[config.mk]
export PLATFORM = sky130hd
export DESIGN_NAME = mul_div_unit
export DESIGN_NICKNAME = d
export VERILOG_FILES = /design/src/rtl/mul_div_unit_pkg.sv /design/src/rtl/mul_div_unit_div_core.sv /design/src/rtl/mul_div_unit.sv
export SDC_FILE = /design/constraint.sdc
export NUM_CORES = 1
export LEC_CHECK = 0
export ABC_AREA = 1
export ABC_CLOCK_PERIOD_IN_PS = 9500
export CAP_MARGIN = 20
export CORE_UTILIZATION = 46
export CTS_BUF_LIST = sky130_fd_sc_hd__clkbuf_8
export CTS_CLUSTER_SIZE = 24
export DETAILED_ROUTE_END_ITERATION = 10
export PLACE_DENSITY_LB_ADDON = 0.2
export SLEW_MARGIN = 20
export SYNTH_ARGS = -nofsm -noshare
export SYNTH_HDL_FRONTEND = slang
export SYNTH_HIERARCHICAL = 1
export SYNTH_SLANG_ARGS = --single-unit
[constraint.sdc]
create_clock -name CLK -period 9.5 [get_ports CLK]
set_input_delay 2.85 -clock CLK [delete_from_list [all_inputs] [get_ports CLK]]
set_output_delay 2.85 -clock CLK [all_outputs]
set_load 0.01 [all_outputs]
[src/rtl/mul_div_unit_pkg.sv]
// Shared definitions for the RV32M multiply/divide unit: operation codes,
// FSM state encoding and the default datapath width.
package mul_div_unit_pkg;

    localparam int MDU_WIDTH = 32;

    // RV32M funct3 encodings
    typedef enum logic [2:0] {
        MDU_MUL    = 3'b000,
        MDU_MULH   = 3'b001,
        MDU_MULHSU = 3'b010,
        MDU_MULHU  = 3'b011,
        MDU_DIV    = 3'b100,
        MDU_DIVU   = 3'b101,
        MDU_REM    = 3'b110,
        MDU_REMU   = 3'b111
    } mdu_op_e;

    typedef enum logic [1:0] {
        IDLE = 2'd0,
        CALC = 2'd1,
        FIN  = 2'd2
    } mdu_state_e;

endpackage

[src/rtl/mul_div_unit_div_core.sv]
// Unsigned restoring shift-subtract divider, one quotient bit per enabled
// clock. Remainder (upper half) and quotient (lower half) share one 2*WIDTH
// register. The next-step values are exported so the owner can capture the
// final result on the same edge that completes the last iteration.
module div_core #(
    parameter int WIDTH = 32
) (
    input  logic             clk_i,
    input  logic             rst_ni,
    input  logic             load_i,
    input  logic             en_i,
    input  logic [WIDTH-1:0] dividend_i,
    input  logic [WIDTH-1:0] divisor_i,
    output logic [WIDTH-1:0] quot_next_o,
    output logic [WIDTH-1:0] rem_next_o
);

    logic [2*WIDTH-1:0] qr_q, qr_d, qr_step;
    logic [WIDTH-1:0]   divisor_q, divisor_d;
    logic [WIDTH:0]     shifted, diff;

    // One restoring step: shift in the next dividend bit, keep the
    // difference only when it did not go negative.
    always_comb begin
        shifted = qr_q[2*WIDTH-1:WIDTH-1];
        diff    = shifted - {1'b0, divisor_q};
        if (diff[WIDTH]) begin
            qr_step = {shifted[WIDTH-1:0], qr_q[WIDTH-2:0], 1'b0};
        end else begin
            qr_step = {diff[WIDTH-1:0], qr_q[WIDTH-2:0], 1'b1};
        end
        quot_next_o = qr_step[WIDTH-1:0];
        rem_next_o  = qr_step[2*WIDTH-1:WIDTH];
    end

    // Load operands on accept, otherwise advance one step per enable.
    always_comb begin
        qr_d      = qr_q;
        divisor_d = divisor_q;
        if (load_i) begin
            qr_d      = {{WIDTH{1'b0}}, dividend_i};
            divisor_d = divisor_i;
        end else if (en_i) begin
            qr_d = qr_step;
        end
    end

    // Datapath registers.
    always_ff @(posedge clk_i or negedge rst_ni) begin
        if (!rst_ni) begin
            qr_q      <= '0;
            divisor_q <= '0;
        end else begin
            qr_q      <= qr_d;
            divisor_q <= divisor_d;
        end
    end

endmodule

[src/rtl/mul_div_unit.sv]
// Multi-cycle RV32M multiply/divide unit. Operands are reduced to magnitudes
// on accept, iterated unsigned one bit per clock, and sign-corrected when the
// final iteration completes. Divide-by-zero and signed overflow finish in
// one cycle.
module mul_div_unit
    import mul_div_unit_pkg::*;
#(
    parameter int WIDTH = MDU_WIDTH,
    parameter int CNT_W = 6
) (
    input  logic             CLK,
    input  logic             RESETN,
    input  logic             START,
    input  logic [2:0]       OP,
    input  logic [WIDTH-1:0] DATA1,
    input  logic [WIDTH-1:0] DATA2,
    input  logic             FLUSH,
    output logic             BUSY,
    output logic             DONE,
    output logic [WIDTH-1:0] RESULT
);

    localparam logic [CNT_W-1:0] LAST = CNT_W'(WIDTH - 1);

    mdu_state_e         state_q, state_d;
    mdu_op_e            op_q, op_d, op_in;
    logic [CNT_W-1:0]   cnt_q, cnt_d;
    logic               neg_q, neg_d;
    logic [2*WIDTH-1:0] acc_q, acc_d, acc_step, prod;
    logic [WIDTH-1:0]   mcand_q, mcand_d, result_q, result_d;
    logic [WIDTH:0]     mul_sum;
    logic               a_neg, b_neg, div_zero, ovf;
    logic [WIDTH-1:0]   mag_a, mag_b;
    logic               div_load, div_en;
    logic [WIDTH-1:0]   quot_next, rem_next, div_sel;

    // Decode the incoming request: operand signedness, magnitudes, fast cases.
    always_comb begin
        op_in    = mdu_op_e'(OP);
        a_neg    = DATA1[WIDTH-1] && (op_in == MDU_MULH || op_in == MDU_MULHSU ||
                                      op_in == MDU_DIV  || op_in == MDU_REM);
        b_neg    = DATA2[WIDTH-1] && (op_in == MDU_MULH || op_in == MDU_DIV ||
                                      op_in == MDU_REM);
        mag_a    = a_neg ? -DATA1 : DATA1;
        mag_b    = b_neg ? -DATA2 : DATA2;
        div_zero = OP[2] && (DATA2 == '0);
        ovf      = (op_in == MDU_DIV || op_in == MDU_REM) &&
                   (DATA1 == {1'b1, {(WIDTH-1){1'b0}}}) && (DATA2 == '1);
    end

    // One shift-add multiply step plus sign fix-up of product and divide result.
    always_comb begin
        mul_sum  = {1'b0, acc_q[2*WIDTH-1:WIDTH]} + {1'b0, mcand_q};
        acc_step = acc_q[0] ? {mul_sum, acc_q[WIDTH-1:1]} : {1'b0, acc_q[2*WIDTH-1:1]};
        prod     = neg_q ? -acc_step : acc_step;
        div_sel  = op_q[1] ? rem_next : quot_next;
        div_sel  = neg_q ? -div_sel : div_sel;
    end

    // Next-state and datapath control.
    always_comb begin
        state_d  = state_q;
        op_d     = op_q;
        cnt_d    = cnt_q;
        neg_d    = neg_q;
        acc_d    = acc_q;
        mcand_d  = mcand_q;
        result_d = result_q;
        div_load = 1'b0;
        div_en   = 1'b0;
        case (state_q)
            IDLE: begin
                if (START && !FLUSH) begin
                    op_d  = op_in;
                    cnt_d = '0;
                    // Remainder takes the dividend's sign; everything else the XOR.
                    neg_d = (op_in == MDU_REM) ? a_neg : (a_neg ^ b_neg);
                    if (div_zero) begin
                        state_d  = FIN;
                        result_d = OP[1] ? DATA1 : '1;
                    end else if (ovf) begin
                        state_d  = FIN;
                        result_d = OP[1] ? '0 : DATA1;
                    end else begin
                        state_d  = CALC;
                        acc_d    = {{WIDTH{1'b0}}, mag_b};
                        mcand_d  = mag_a;
                        div_load = OP[2];
                    end
                end
            end
            CALC: begin
                if (FLUSH) begin
                    state_d = IDLE;
                end else begin
                    if (op_q[2]) begin
                        div_en = 1'b1;
                    end else begin
                        acc_d = acc_step;
                    end
                    if (cnt_q == LAST) begin
                        state_d = FIN;
                        if (op_q[2]) begin
                            result_d = div_sel;
                        end else if (op_q == MDU_MUL) begin
                            result_d = prod[WIDTH-1:0];
                        end else begin
                            result_d = prod[2*WIDTH-1:WIDTH];
                        end
                    end else begin
                        cnt_d = cnt_q + 1'b1;
                    end
                end
            end
            FIN: begin
                state_d = IDLE;
            end
            default: begin
                state_d = IDLE;
            end
        endcase
    end

    // State and datapath registers.
    always_ff @(posedge CLK or negedge RESETN) begin
        if (!RESETN) begin
            state_q  <= IDLE;
            op_q     <= MDU_MUL;
            cnt_q    <= '0;
            neg_q    <= 1'b0;
            acc_q    <= '0;
            mcand_q  <= '0;
            result_q <= '0;
        end else begin
            state_q  <= state_d;
            op_q     <= op_d;
            cnt_q    <= cnt_d;
            neg_q    <= neg_d;
            acc_q    <= acc_d;
            mcand_q  <= mcand_d;
            result_q <= result_d;
        end
    end

    div_core #(
        .WIDTH (WIDTH)
    ) u_div_core (
        .clk_i       (CLK),
        .rst_ni      (RESETN),
        .load_i      (div_load),
        .en_i        (div_en),
        .dividend_i  (mag_a),
        .divisor_i   (mag_b),
        .quot_next_o (quot_next),
        .rem_next_o  (rem_next)
    );

    assign BUSY   = (state_q != IDLE);
    assign DONE   = (state_q == FIN);
    assign RESULT = result_q;

endmodule

==> images/metal_stack.png <==
Two of the layers only.
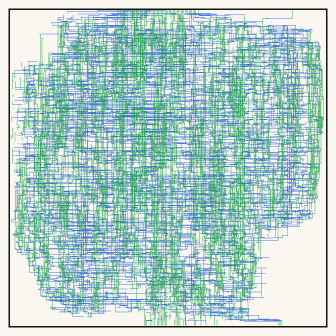
color	layer	wire length
green	met2	33.9 mm
blue	met1	34.9 mm

==> images/port_nets.png <==
The bar under the picture is 50 microns long.
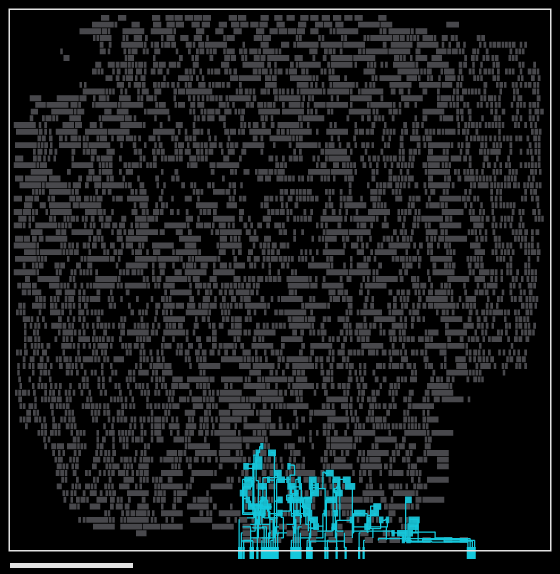
color	port	bits	direction	end cells	buffers	wire
cyan	DATA2	32	input	76	32	1240 microns

==> out/results.ini <==
[outcome]
outcome = finished clean

[floorplanning]
die-area_sq_um = 48200
fp-utilization_pct = 46.7

[job]
drv_cap = 0
warnings = 27

[critical_path]
critPathMaxFanout = 36
critPathLaunch = DATA1[0]
path_cells = clkdlybuf4s50_1, inv_1, ha_1, nand3_1, inv_1, nand3_1, nor3_1, inv_1, nor4_1, nand3_1, o21ai_1, nor2_2, buf_4, inv_2, nor2_4, nor2_2, buf_4, inv_1, o221ai_1
required_ns = 10.00
worstSetupEndpointType = flop
setup.worst_path.end = u_div_core/qr_q[17]

[sta]
fin_worst_skew_ns = 0.0415
period_minus_slack_ns = 6.89
drv_slew = 0
fin_crit_sh_pct = 72.6

[pwr]
p_total_mw = 5.68
p_per_area_nw_per_um2 = 238
p_sw_mw = 2.83
leakagePower_nw = 12.7

[hold_path]
hold_path_class = reg -> reg
min_path_cells = 2

[finish]
nNonClkInverters = 560
final-clk-cell-share_pct = 3.67
logic_area_sq_um = 13000
final_area_sq_um = 23900
flop-count = 236

[synthesis]
mux_share_pct = 0.282
syn_nets = 3730

[grt]
antenna_found_initial = 0
global_route.usage.met1_pct = 45.1

[clock_tree]
cts.sinks = 236
clock_latency_ns = 0.63
clk_path_buf_depth = 3

[route]
drc = 0

